Fig. 1: run 1, sequential cells coloured by netlist name
Scale: 2 px per µm. Other sequential cells in the stronger grey, the rest of the logic in the fainter grey.
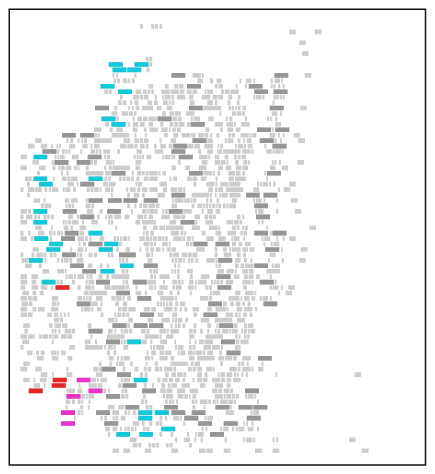
Fig. 2: run 1, cell placement
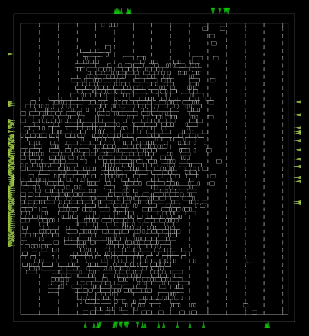
Fig. 3: run 1, signal metal coverage by tile
Scale: 1.5 px per µm. The die is cut into 21 by 23 equal tiles; dark blue is low, red is high, scaled to the fullest tile. Values are wire area over tile area, all layers added.
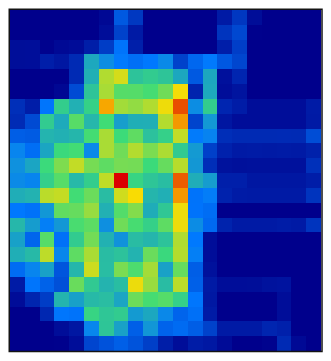
### config.mk
export PLATFORM = sky130hd
export DESIGN_NAME = exec_cond_mcycle
export DESIGN_NICKNAME = d
export VERILOG_FILES = /design/src/rtl/exec_cond_mcycle_pkg.sv /design/src/rtl/exec_cond_mcycle_mcycle_core.sv /design/src/rtl/exec_cond_mcycle.sv
export SDC_FILE = /design/constraint.sdc
export NUM_CORES = 1
export LEC_CHECK = 0
export CORE_ASPECT_RATIO = 1.1
export CORE_MARGIN = 5
export CORE_UTILIZATION = 24
export DETAILED_ROUTE_END_ITERATION = 10
export MAX_ROUTING_LAYER = met4
export SLEW_MARGIN = 40
export SYNTH_ARGS = -nofsm -noshare
export SYNTH_HDL_FRONTEND = slang
export SYNTH_SLANG_ARGS = --single-unit
### constraint.sdc
create_clock -name clk -period 8.51 [get_ports clk]
set_input_delay 2.553 -clock clk [delete_from_list [all_inputs] [get_ports clk]]
set_output_delay 2.553 -clock clk [all_outputs]
set_load 0.1 [all_outputs]
### src/rtl/exec_cond_mcycle_pkg.sv
// exec_cond_mcycle_pkg: condition codes, FSM encoding, flag indices and the condition evaluator
package exec_cond_mcycle_pkg;
  localparam logic [3:0] COND_EQ = 4'b0000;
  localparam logic [3:0] COND_NE = 4'b0001;
  localparam logic [3:0] COND_CS = 4'b0010;
  localparam logic [3:0] COND_CC = 4'b0011;
  localparam logic [3:0] COND_MI = 4'b0100;
  localparam logic [3:0] COND_PL = 4'b0101;
  localparam logic [3:0] COND_VS = 4'b0110;
  localparam logic [3:0] COND_VC = 4'b0111;
  localparam logic [3:0] COND_HI = 4'b1000;
  localparam logic [3:0] COND_LS = 4'b1001;
  localparam logic [3:0] COND_GE = 4'b1010;
  localparam logic [3:0] COND_LT = 4'b1011;
  localparam logic [3:0] COND_GT = 4'b1100;
  localparam logic [3:0] COND_LE = 4'b1101;
  localparam logic [3:0] COND_AL = 4'b1110;
  localparam logic [3:0] COND_NV = 4'b1111;

  localparam logic [1:0] IDLE = 2'd0;
  localparam logic [1:0] BUSY = 2'd1;
  localparam logic [1:0] DONE = 2'd2;

  localparam int FLAG_N = 3;
  localparam int FLAG_Z = 2;
  localparam int FLAG_C = 1;
  localparam int FLAG_V = 0;

  function automatic logic condCheck(input logic [3:0] cond, input logic [3:0] flags);
    logic n, z, c, v;
    {n, z, c, v} = flags;
    case (cond)
      COND_EQ: condCheck = z;
      COND_NE: condCheck = !z;
      COND_CS: condCheck = c;
      COND_CC: condCheck = !c;
      COND_MI: condCheck = n;
      COND_PL: condCheck = !n;
      COND_VS: condCheck = v;
      COND_VC: condCheck = !v;
      COND_HI: condCheck = c && !z;
      COND_LS: condCheck = !c || z;
      COND_GE: condCheck = n == v;
      COND_LT: condCheck = n != v;
      COND_GT: condCheck = !z && (n == v);
      COND_LE: condCheck = z || (n != v);
      COND_AL: condCheck = 1'b1;
      default: condCheck = 1'b0;
    endcase
  endfunction
endpackage

### src/rtl/exec_cond_mcycle_mcycle_core.sv
// mcycle_core: iterative unsigned MUL (low half) / DIV (quotient), one step per cycle
module mcycle_core import exec_cond_mcycle_pkg::*; #(
  parameter int WIDTH = 32
) (
  input  logic             clk,
  input  logic             rst_p,
  input  logic             start,
  input  logic             op,
  input  logic [WIDTH-1:0] op1,
  input  logic [WIDTH-1:0] op2,
  output logic             busy,
  output logic             done,
  output logic [WIDTH-1:0] result
);
  localparam int CW = $clog2(WIDTH);

  logic [1:0]       state;
  logic [CW-1:0]    count;
  logic             isDiv;
  logic [WIDTH-1:0] acc, accNext;
  logic [WIDTH-1:0] opB, opBNext;
  logic [WIDTH-1:0] opC, opCNext;
  logic [WIDTH:0]   remShift;
  logic             geq;
  logic             lastStep;

  // busy asserts in the start cycle itself so the pipeline stalls immediately
  assign busy     = (state == BUSY) || (state == IDLE && start);
  assign done     = state == DONE;
  assign lastStep = count == CW'(WIDTH - 1);
  assign remShift = {1'b0, acc[WIDTH-1:0]} << 1 | {{WIDTH{1'b0}}, opC[WIDTH-1]};
  assign geq      = remShift >= {1'b0, opB};

  // one shift-add (MUL) or restoring-subtract (DIV) iteration; acc holds the product or remainder
  always_comb begin
    accNext = isDiv ? (geq ? WIDTH'(remShift - {1'b0, opB}) : remShift[WIDTH-1:0])
                    : acc + (opC[0] ? opB : '0);
    opBNext = isDiv ? opB : opB << 1;
    opCNext = isDiv ? {opC[WIDTH-2:0], geq} : opC >> 1;
  end

  // FSM, operand latch, iteration counter and result register
  always_ff @(posedge clk) begin
    if (rst_p) begin
      state  <= IDLE;
      count  <= '0;
      isDiv  <= 1'b0;
      acc    <= '0;
      opB    <= '0;
      opC    <= '0;
      result <= '0;
    end else if (state == IDLE) begin
      if (start) begin
        state <= BUSY;
        count <= '0;
        isDiv <= op;
        acc   <= '0;
        opB   <= op2;
        opC   <= op1;
      end
    end else if (state == BUSY) begin
      acc   <= accNext;
      opB   <= opBNext;
      opC   <= opCNext;
      count <= count + CW'(1);
      if (lastStep) begin
        state  <= DONE;
        result <= isDiv ? opCNext : accNext;
      end
    end else begin
      state <= IDLE;
    end
  end
endmodule

### src/rtl/exec_cond_mcycle.sv
// exec_cond_mcycle: condition check, NZCV register, write gating and multi-cycle unit wrapper
module exec_cond_mcycle import exec_cond_mcycle_pkg::*; #(
  parameter int WIDTH = 32
) (
  input  logic             clk,
  input  logic             rst_p,
  input  logic [3:0]       CondE,
  input  logic [3:0]       ALUFlags,
  input  logic [1:0]       FlagWE,
  input  logic             PCSE,
  input  logic             RegWE,
  input  logic             MemWE,
  input  logic             NoWriteE,
  input  logic             Carry_useE,
  input  logic             M_StartE,
  input  logic             MCycleOpE,
  input  logic             MWriteE,
  input  logic [WIDTH-1:0] Operand1,
  input  logic [WIDTH-1:0] Operand2,
  output logic             PCSrcE,
  output logic             RegWriteE,
  output logic             MemWriteE,
  output logic             MWriteOutE,
  output logic             CarryIn,
  output logic             Busy,
  output logic             MDone,
  output logic [WIDTH-1:0] MResult
);
  logic [3:0] flags;
  logic       condEx;

  assign condEx     = condCheck(CondE, flags);
  assign PCSrcE     = PCSE & condEx & ~Busy;
  assign RegWriteE  = RegWE & condEx & ~NoWriteE & ~Busy;
  assign MemWriteE  = MemWE & condEx & ~Busy;
  assign MWriteOutE = MWriteE & condEx & ~Busy;
  assign CarryIn    = Carry_useE & flags[FLAG_C];

  // NZCV register: split N,Z / C,V write enables, frozen while stalled or condition fails
  always_ff @(posedge clk) begin
    if (rst_p) begin
      flags <= '0;
    end else if (condEx && !Busy) begin
      if (FlagWE[1]) {flags[FLAG_N], flags[FLAG_Z]} <= {ALUFlags[FLAG_N], ALUFlags[FLAG_Z]};
      if (FlagWE[0]) {flags[FLAG_C], flags[FLAG_V]} <= {ALUFlags[FLAG_C], ALUFlags[FLAG_V]};
    end
  end

  mcycle_core #(.WIDTH(WIDTH)) core (
    .clk    (clk),
    .rst_p  (rst_p),
    .start  (M_StartE & condEx),
    .op     (MCycleOpE),
    .op1    (Operand1),
    .op2    (Operand2),
    .busy   (Busy),
    .done   (MDone),
    .result (MResult)
  );
endmodule

==> run summary, run 1 <==
Implementation status.

- The most frequent cell on the critical path is sky130_fd_sc_hd__o311ai_1.
- The tally of non-filler cells in the final layout is 2,009.
- On the reported timing paths, the clock transition at the registers reads 70 ps.
- Per the synthesis report, the dominant area consumer among library cells is sky130_fd_sc_hd__dfxtp_1.
- Per the final timing report, the hold violations number 0.
- The area fraction in and, or, nand and nor cells after synthesis is 0.205.
- The power report lists cell-internal power as 0.00130 W.
- The number of H-tree branching levels is 4.
- The relative slew slack is 0.493.
- Data on the critical path arrives at its endpoint at 4890 ps.
- In the layout the commonest cells are sky130_fd_sc_hd__nand2_1, sky130_fd_sc_hd__nor2_1, sky130_fd_sc_hd__dfxtp_1.
- The floorplan step set the die height to 227 µm.
- For this run, the slowest stage of the critical path takes 580 ps.
- The count of nets after finishing is 1,577.
- After detailed routing, the number of vias per cell comes to 5.04.
- The number of buffers inserted for hold repair after clock tree synthesis is 0.
- The reg-to-reg critical path startpoint is core.opC[0]$_SDFFE_PP0P_.
- The total congestion overflow is 0.
- The detail route stage leaves a number of antenna-violating nets equal to 0.
- Subtracting the final worst setup slack from the clock period gives 7440 ps.
- The overall power of the completed layout is 0.00203 W.
- The worst-case vdd ir drop is 0.0983 mV.
- The signal on the critical path passes through clkdlybuf4s50_1 > or3b_1 > a21o_1 > o311ai_1 > o311ai_1 > a41o_2 > inv_2 > buf_4.
- The run finished with clean final reports.
- The worst endpoint required time is 5960 ps.
- The category of the most critical setup path is in -> out.
- The multiplexer share of the synthesized area is 0.0502.
- Per the OpenROAD power report, leakage power amounts to 5.08 nW.
- Post-CTS repair changed the size of 0 cells.
- The number of nets at floorplan is 1,508.
- The later pin in the worst-skew pair is clocked with a latency of 440 ps.
- The worst hold path belongs to the class reg -> reg.
- The core outline area is 0.0424 mm².
- RePlAce ended its routability-driven mode at a weighted congestion of 0.875.
- The startpoint of the most critical setup path is CondE[1].
- Grouping non-sequential cells by family puts the most area in AND-OR/OR-AND gates.
- Counting tap cells, the placed design contains a total of 1,971 instances.
- The power report attributes to the clock group a share of 0.355.
- The share of the core area taken by cells at floorplan is 0.243.
- The length of the first detailed-routing pass in iterations is 5.
- Counting flops and latches in the post-synthesis netlist gives 140.
- The number of warnings reported in the yosys synthesis log is 0.
- The total of max-cap violations is 0.
- The port buffer count is 122.
- Pin placement for this block handled 123 I/O pins.
Back to the opening pictures, Fig. 1:
legend:
  core.count:
    colour: magenta
    flops: 5
    where: bottom left
  flags:
    colour: red
    flops: 4
    where: bottom left
  core.result:
    colour: cyan
    flops: 32
not coloured: 99
total sequential power: 0.000756 W
end-of-flow core utilization: 0.292

Back to the opening pictures, Fig. 2:
total number of placement rows: 79
total number of tap cells: 567
sequential cell area share: 0.227

Back to the opening pictures, Fig. 3:
fullest tile: 0.51
densest ninth of the die: middle
tiles over half the peak: 16%
emptiest ninth of the die: bottom right
mean over tiles: 0.12
wirelength, routed: 34,400 µm
WL per Instance: 17.1 µm
GRT Resource Usage Total: 0.148
number of vias in the routed layout: 10.1k

## run 1: cells by family after synthesis
logic type	Yosys count
muxes	50
DFF	140
xor gates and xnor gates	49
AOI/OAI and AO/OA	448
and+or+nand+nor	458
adders and majority gates	67
buffers and inverters	145
## run 1: power groups by stage
stage          Sequential [W]  Combinational, W  Clock (W)
5_1_grt              0.000764          0.000608   0.000765
6_report             0.000756          0.000549   0.000720
3_5_place_dp         0.000770          0.000536          0
3_3_place_gp         0.000770          0.000528          0
4_1_cts              0.000756          0.000540   0.000737
2_1_floorplan        0.000743          0.000406          0
## run 1: metrics by stage
stage | setup slack (ps) | hold slack (ps) | cell area, µm²
floorplan | 1050 | 439 | 10300
global placement | 1030 | 459 | 11900
detailed placement | 1040 | 466 | 11800
CTS | 1040 | 481 | 12300
global route | 973 | 513 | 12400
finish | 1070 | 479 | 12400
## run 1: cell type report
class	count	area, µm²
clock inverters	15	128
fillers	4558	30000
inverters	60	225
repair buffers	135	1160
flip-flops and latches	140	2810
multi-input cells	1072	6910
well taps	567	709
clock buffers	17	425
diodes	3	7.51
## run 1: cell usage after synthesis, types with 5 or more instances
library cell,n
sky130_fd_sc_hd__xor2_1,22
sky130_fd_sc_hd__o21a_1,6
sky130_fd_sc_hd__nand2b_1,7
sky130_fd_sc_hd__buf_6,5
sky130_fd_sc_hd__nand2_1,161
sky130_fd_sc_hd__o31ai_1,8
sky130_fd_sc_hd__nor3_1,6
sky130_fd_sc_hd__a22oi_1,12
sky130_fd_sc_hd__mux2i_1,37
sky130_fd_sc_hd__a21boi_0,5
sky130_fd_sc_hd__nand3_1,30
sky130_fd_sc_hd__mux2_1,6
sky130_fd_sc_hd__a311oi_1,42
sky130_fd_sc_hd__clkbuf_1,63
sky130_fd_sc_hd__nor2_1,155
sky130_fd_sc_hd__and2_1,38
sky130_fd_sc_hd__o21bai_1,9
sky130_fd_sc_hd__a21o_1,31
sky130_fd_sc_hd__mux2_2,7
sky130_fd_sc_hd__inv_1,57
sky130_fd_sc_hd__o211ai_1,15
sky130_fd_sc_hd__xnor2_1,27
sky130_fd_sc_hd__a211oi_1,33
sky130_fd_sc_hd__nor2b_1,5
sky130_fd_sc_hd__o21ai_0,75
sky130_fd_sc_hd__and4_1,5
sky130_fd_sc_hd__a21oi_1,130
sky130_fd_sc_hd__buf_2,12
sky130_fd_sc_hd__nand4_1,9
sky130_fd_sc_hd__and3_1,13
sky130_fd_sc_hd__o21ai_1,8
sky130_fd_sc_hd__ha_1,65
sky130_fd_sc_hd__a31oi_1,20
sky130_fd_sc_hd__dfxtp_1,140
## run 1: layer usage
metal	part of all wire	GRT usage
met1	0.48	0.200
met2	0.44	0.229
met3	0.054	0.0241
met4	0.021	0.0442
met5	0	-
## run 1: flip-flops by register name (all words and copies together), names as in the netlist
register,flops
core.opB,32
core.result,32
core.count,5
core.state,2
core.acc,32
core.isDiv,1
flags,4
core.opC,32
## run 1: worst paths after layout
path / end / depth (start not counted)
worst max-delay path: Busy / 8
worst min register to register: core.count[3]$_SDFFE_PP0P_ / 1
worst min-delay path: core.count[3]$_SDFFE_PP0P_ / 1
worst max register to register: core.result[30]$_SDFFE_PP0P_ / 14
--- run 2 (diff from run 1) ---
- CORE_MARGIN: 5 -> 2
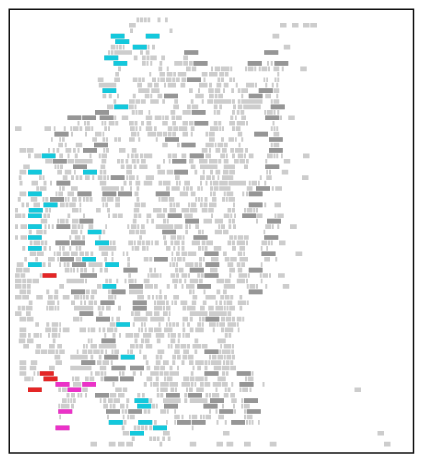
Fig. 4. Sequential cells coloured by netlist name (run 2).
Scale: 2 px per µm. Other sequential cells in the stronger grey, the rest of the logic in the fainter grey.
sequential cell area share: 0.226
total sequential power: 0.000757 W
end-of-flow core utilization: 0.293

==> run 2 against run 1 <==
Sequential power hardly changed. Worst hold slack better by 2.9 ps. Die size is 5.5% lower. Critical path depth stayed put. Largest cell class unchanged. Largest power group unchanged.
==> run summary, run 2 <==
Implementation status.

- The global routing report lists met3 layer usage as 0.0224.
- Per the slew report, the remaining headroom to the max-slew limit stands at 0.444.
- The number of warnings reported in the yosys synthesis log is 0.
- The most frequent cell on the critical path is sky130_fd_sc_hd__o311ai_1.
- In this run the static leakage power is 5.09 nW.
- The total congestion overflow is 0.
- The minimum setup slack in the final design is 1020 ps.
- The area taken by multi-input combinational cells is reported as 0.00691 mm².
- The count of buffers added on input and output ports is 122.
- In the post-synthesis netlist, the cell with the most instances is sky130_fd_sc_hd__nand2_1.
- The end point of the worst hold path is core.count[3]$_SDFFE_PP0P_.
- The post-detailed-route via-to-cell ratio is 5.03.
- The overall power of the completed layout is 0.00206 W.
- The required time at the worst endpoint is listed as 5960 ps.
- The critical path depth in cells is 8.
- The final report lists a non-filler cell total of 2,005.
- The run finished with clean final reports.
- The synthesized design spends more area on one cell type than any other, namely sky130_fd_sc_hd__dfxtp_1.
- The final weighted congestion in routability-driven placement is 0.886.
- Among all stages on the critical path, the maximum delay recorded is 650 ps.
- The core outline area is 0.0423 mm².
- After clock tree synthesis, the flow added hold-fix buffers numbering 0.
- The endpoint arrival time on the critical path is 4940 ps.
- The shortest clock period the worst path allows after layout is 7490 ps.
- The worst reg2reg path endpoint is core.result[30]$_SDFFE_PP0P_.
- The count of endpoints failing hold in the final timing report is 0.
- The number of H-tree branching levels is 4.
- met2 track demand over resource after global routing is 0.245.
- The most crowded layer after global routing is met2.
- The placed instances occupy a cell area of 0.0118 mm².
- The pre-CTS setup check shows a worst slack of 1020 ps.
- The most common logic cells in the final layout are sky130_fd_sc_hd__nand2_1, sky130_fd_sc_hd__nor2_1, sky130_fd_sc_hd__dfxtp_1.
- The reg-to-reg critical path startpoint is core.opC[0]$_SDFFE_PP0P_.
- The worst register-to-register path depth is 14.
- The signal on the critical path passes through clkdlybuf4s50_1 > or3b_1 > a21o_1 > o311ai_1 > o311ai_1 > a41o_2 > and4b_1 > buf_4.
- The depth of the worst hold-timing path is 1.
- The number of gates resized after CTS was 0.
- The synthesis run shows the most used standard cells to be sky130_fd_sc_hd__nand2_1, sky130_fd_sc_hd__nor2_1, sky130_fd_sc_hd__dfxtp_1, sky130_fd_sc_hd__a21oi_1, sky130_fd_sc_hd__o21ai_0.
- The CTS clock-pin slew for the worst setup and hold paths is 60 ps.
- The met1 track demand over resource in global routing is 0.208.
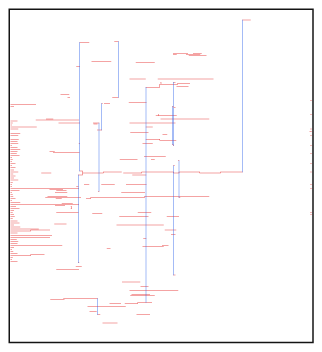
Fig. 5. Routed metal, one colour a layer (run 2).
Scale: 1.5 px per µm. Two of the layers only.
legend:
  M4:
    colour: blue
    wire_length: 664 µm
  M3:
    colour: red
    wire_length: 1,570 µm
wirelength, routed: 34,200 µm
number of vias in the routed layout: 10.1k

==> run 2: stage by stage <==
step           hold slack [ps]   util
2_1_floorplan              439      -
3_3_place_gp               459  0.282
3_5_place_dp               474  0.279
4_1_cts                    486  0.293
5_1_grt                    498  0.293
6_report                   482  0.293
==> run 2: worst max-delay path by stage <==
| stage | from | end |
|---|---|---|
| CTS | CondE[1] | RegWriteE |
| global route | CondE[2] | RegWriteE |
| global placement | CondE[1] | Busy |
| detailed placement | CondE[1] | RegWriteE |
| finish | CondE[1] | RegWriteE |
| floorplan | CondE[3] | RegWriteE |
==> run 2: power by group <==
part	total, W	switching [W]	leakage, nW	internal (W)
Clock	0.000757	0.000317	0.280	0.000440
Combinational	0.000548	0.000333	3.66	0.000215
Sequential	0.000757	0.0000579	1.14	0.000700
==> run 2: logic make-up after synthesis <==
| group | synth area share |
|---|---|
| buf+inv | 0.0584 |
| simple gates | 0.205 |
| compound gates | 0.290 |
| mux | 0.0502 |
| flops | 0.272 |
| xor+xnor | 0.0417 |
| fa+ha+maj | 0.0829 |
==> run 2: cell type report <==
class | instances | area share
Multi-Input combinational cell | 1072 | 0.557
Sequential cell | 140 | 0.226
Timing Repair Buffer | 134 | 0.0938
Tap cell | 567 | 0.0572
Clock buffer | 19 | 0.0357
Inverter | 60 | 0.0182
Clock inverter | 13 | 0.0114
==> run 2: per-layer routing <==
metal,share of wire,vias to the layer above,routed length (µm)
li1,-,5066,-
met1,0.48,4713,16400
met2,0.45,274,15500
met3,0.046,35,1570
met4,0.019,0,664
met5,0,-,0
--- run 3 (diff from run 2) ---
- GPL_TIMING_DRIVEN: not set -> 0
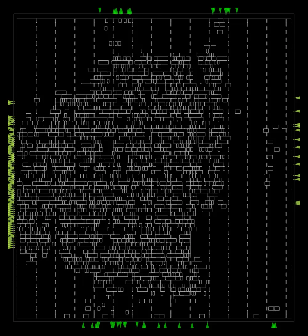
Fig. 6. Cell placement (run 3).
end-of-flow core utilization: 0.297
sequential cell area share: 0.223
count of filler cells inserted in the layout: 4,674

==> run 3 against run 2 <==
Register-to-register slack worse by 100 ps. Synthesized cell count unchanged. Cell count up 3.5%. Worst hold slack better by 2.3 ps. Routed wire length up 13%. First-iteration DRC count up 22%. Area after synthesis unchanged. Critical endpoint unchanged.
==> run summary, run 3 <==
Implementation status.

- The flow ran to the end, and the final reports show no timing, DRC or antenna violations.
- The cell-mix breakdown from Yosys lists the XOR/XNOR area share as 0.0417.
- Yosys instantiated no cell more often than sky130_fd_sc_hd__nand2_1.
- The portion of total power attributed to sequential cells is 0.364.
- The synthesis log from Yosys contains 0 warnings.
- The average wire length per cell after detail routing is 18.6 µm.
- The tightest hold margin is 484 ps.
- The arrival time of data at the worst endpoint is listed as 5610 ps.
- Before antenna repair, the detailed router went through 6 iterations.
- The count of endpoints failing hold in the final timing report is 0.
- The global routing report lists combined usage of all routing layers as 0.176.
- The main logic family after synthesis is AND-OR/OR-AND gates.
- By count the netlist is led by sky130_fd_sc_hd__nand2_1, sky130_fd_sc_hd__nor2_1, sky130_fd_sc_hd__dfxtp_1, sky130_fd_sc_hd__a21oi_1, sky130_fd_sc_hd__o21ai_0.
- The portion of total power attributed to combinational logic is 0.282.
- The die extent in y is 221 µm.
- The startpoint of the most critical setup path is CondE[2].
- The port buffer count is 120.
- The adder-cell area share of the yosys netlist is 0.0829.
- The leakage power of the design is 5.16 nW.
- The standard-cell row count is 79.
- The logs give a warning total of 26.
- In this run the number of H-tree levels came out at 4.
- At the end of the flow, the number of nets in the layout was 1,647.
- According to the I/O placement log, the pin count is 123.
- The final wirelength is 38,500 µm.
- The CTS clock-pin slew for the worst setup and hold paths is 80 ps.
- The number of nets at floorplan is 1,508.
- Once layout is complete, the cells apart from fillers number 2,076.
- Clock latency on the worst-skew pair, taken at its later pin, is 450 ps.
- The core outline area is 0.0423 mm².
- The critical path is of the in -> out type.
- The final antenna diode tally reported by the flow is 0.
- The power report attributes to the clock group a share of 0.354.
- The fraction of power spent switching nets is 0.371.
- In the power breakdown, the internal column shows 0.00130 W.
- The number of cells after detailed placement is 2,044.
- The final weighted congestion in routability-driven placement is 0.920.
- The synthesized design spends more area on one cell type than any other, namely sky130_fd_sc_hd__dfxtp_1.
- The CTS tree is done.
- The multiplexer share of the synthesized area is 0.0502.
- Of the total synthesized cell area, the portion taken by AND, OR, NAND and NOR gates is 0.205.
- Summing over every cut layer, the via total after detailed routing is 10.6k.
- Per the synthesis report, the AND-OR/OR-AND share of the synthesized area is 0.290.
- The total congestion overflow is 0.
- In the floorplan report the effective utilization is 0.243.
- The worst endpoint required time is 5960 ps.
- Per the timing report, the most critical flop-to-flop path originates at core.opC[0]$_SDFFE_PP0P_.
- Post-CTS repair ended up resizing 0 cells.
- The total of max-cap violations is 0.
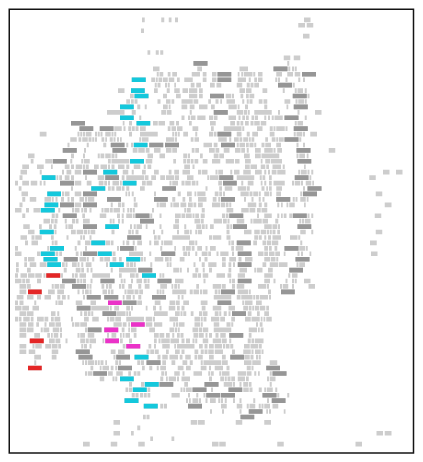
Fig. 7. Sequential cells coloured by netlist name (run 3).
Scale: 2 px per µm. Other sequential cells in the stronger grey, the rest of the logic in the fainter grey.
legend:
  core.result:
    colour: cyan
    flops: 32
  flags:
    colour: red
    flops: 4
  core.count:
    colour: magenta
    flops: 5
    where: bottom left
not coloured: 99
total sequential power: 0.000754 W
flip-flop and latch area: 0.00280 mm²

run 3: area by class of cell:
type | count | area, µm² | share of cell area
clock buffers | 17 | 425 | 0.0339
repair buffers | 120 | 1010 | 0.0801
clock inverters | 15 | 128 | 0.0102
flip-flops and latches | 140 | 2800 | 0.223
inverters | 60 | 225 | 0.0179
plain buffers | 85 | 375 | 0.0299
multi-input cells | 1072 | 6890 | 0.549
well taps | 567 | 709 | 0.0565
run 3: through the flow:
step	cell area (µm²)	total power [W]	util	worst slack, ps	setup TNS [ps]
floorplan	10300	0.00115	-	1050	0
global placement	12200	0.00134	0.288	-309	-1060
detailed placement	12000	0.00134	0.284	371	0
CTS	12600	0.00207	0.297	366	0
global route	12600	0.00217	0.297	188	0
finish	12600	0.00207	0.297	349	0
run 3: worst max-delay path, stage by stage:
cell	delay, ps
sky130_fd_sc_hd__clkdlybuf4s50_1	600
sky130_fd_sc_hd__and3b_1	210
sky130_fd_sc_hd__a21oi_1	120
sky130_fd_sc_hd__o311ai_1	130
sky130_fd_sc_hd__o311ai_1	400
sky130_fd_sc_hd__a41o_1	230
sky130_fd_sc_hd__buf_4	200
sky130_fd_sc_hd__clkbuf_1	450
sky130_fd_sc_hd__and4b_1	270
sky130_fd_sc_hd__buf_2	420
run 3: routing by layer:
metal | vias up | routed length [µm] | GRT usage
met5 | - | 0 | -
met3 | 50 | 2440 | 0.0314
li1 | 5213 | - | -
met4 | 0 | 862 | 0.0536
met1 | 4995 | 17500 | 0.222
met2 | 369 | 17700 | 0.286
run 3: cell families (layout without fill, tap and decap cells):
| group | count (synthesis) | count (layout) |
|---|---|---|
| AND/OR/NAND/NOR | 458 | 458 |
| AND-OR/OR-AND | 448 | 448 |
| buffers and inverters | 145 | 297 |
| XOR/XNOR | 49 | 49 |
| flip-flops | 140 | 140 |
| adder cells (fa/ha/maj) | 67 | 67 |
| multiplexers | 50 | 50 |
run 3: path summary, 6_finish.rpt:
kind / to / slack (ps) / depth (start not counted)
worst max-delay path: RegWriteE / 350 / 10
worst max register to register: core.acc[24]$_SDFFE_PP0P_ / 4190 / 15
worst min register to register: core.count[3]$_SDFFE_PP0P_ / 480 / 1
worst min-delay path: core.count[3]$_SDFFE_PP0P_ / 480 / 1
run 3: power by group through the flow:
stage / clock network, W / logic [W] / registers (W)
floorplan: 0 / 0.000406 / 0.000743
global placement: 0 / 0.000571 / 0.000767
detailed placement: 0 / 0.000576 / 0.000767
CTS: 0.000742 / 0.000580 / 0.000753
global route: 0.000769 / 0.000639 / 0.000761
finish: 0.000734 / 0.000584 / 0.000754
Power is estimated from default activity; no workload was simulated.
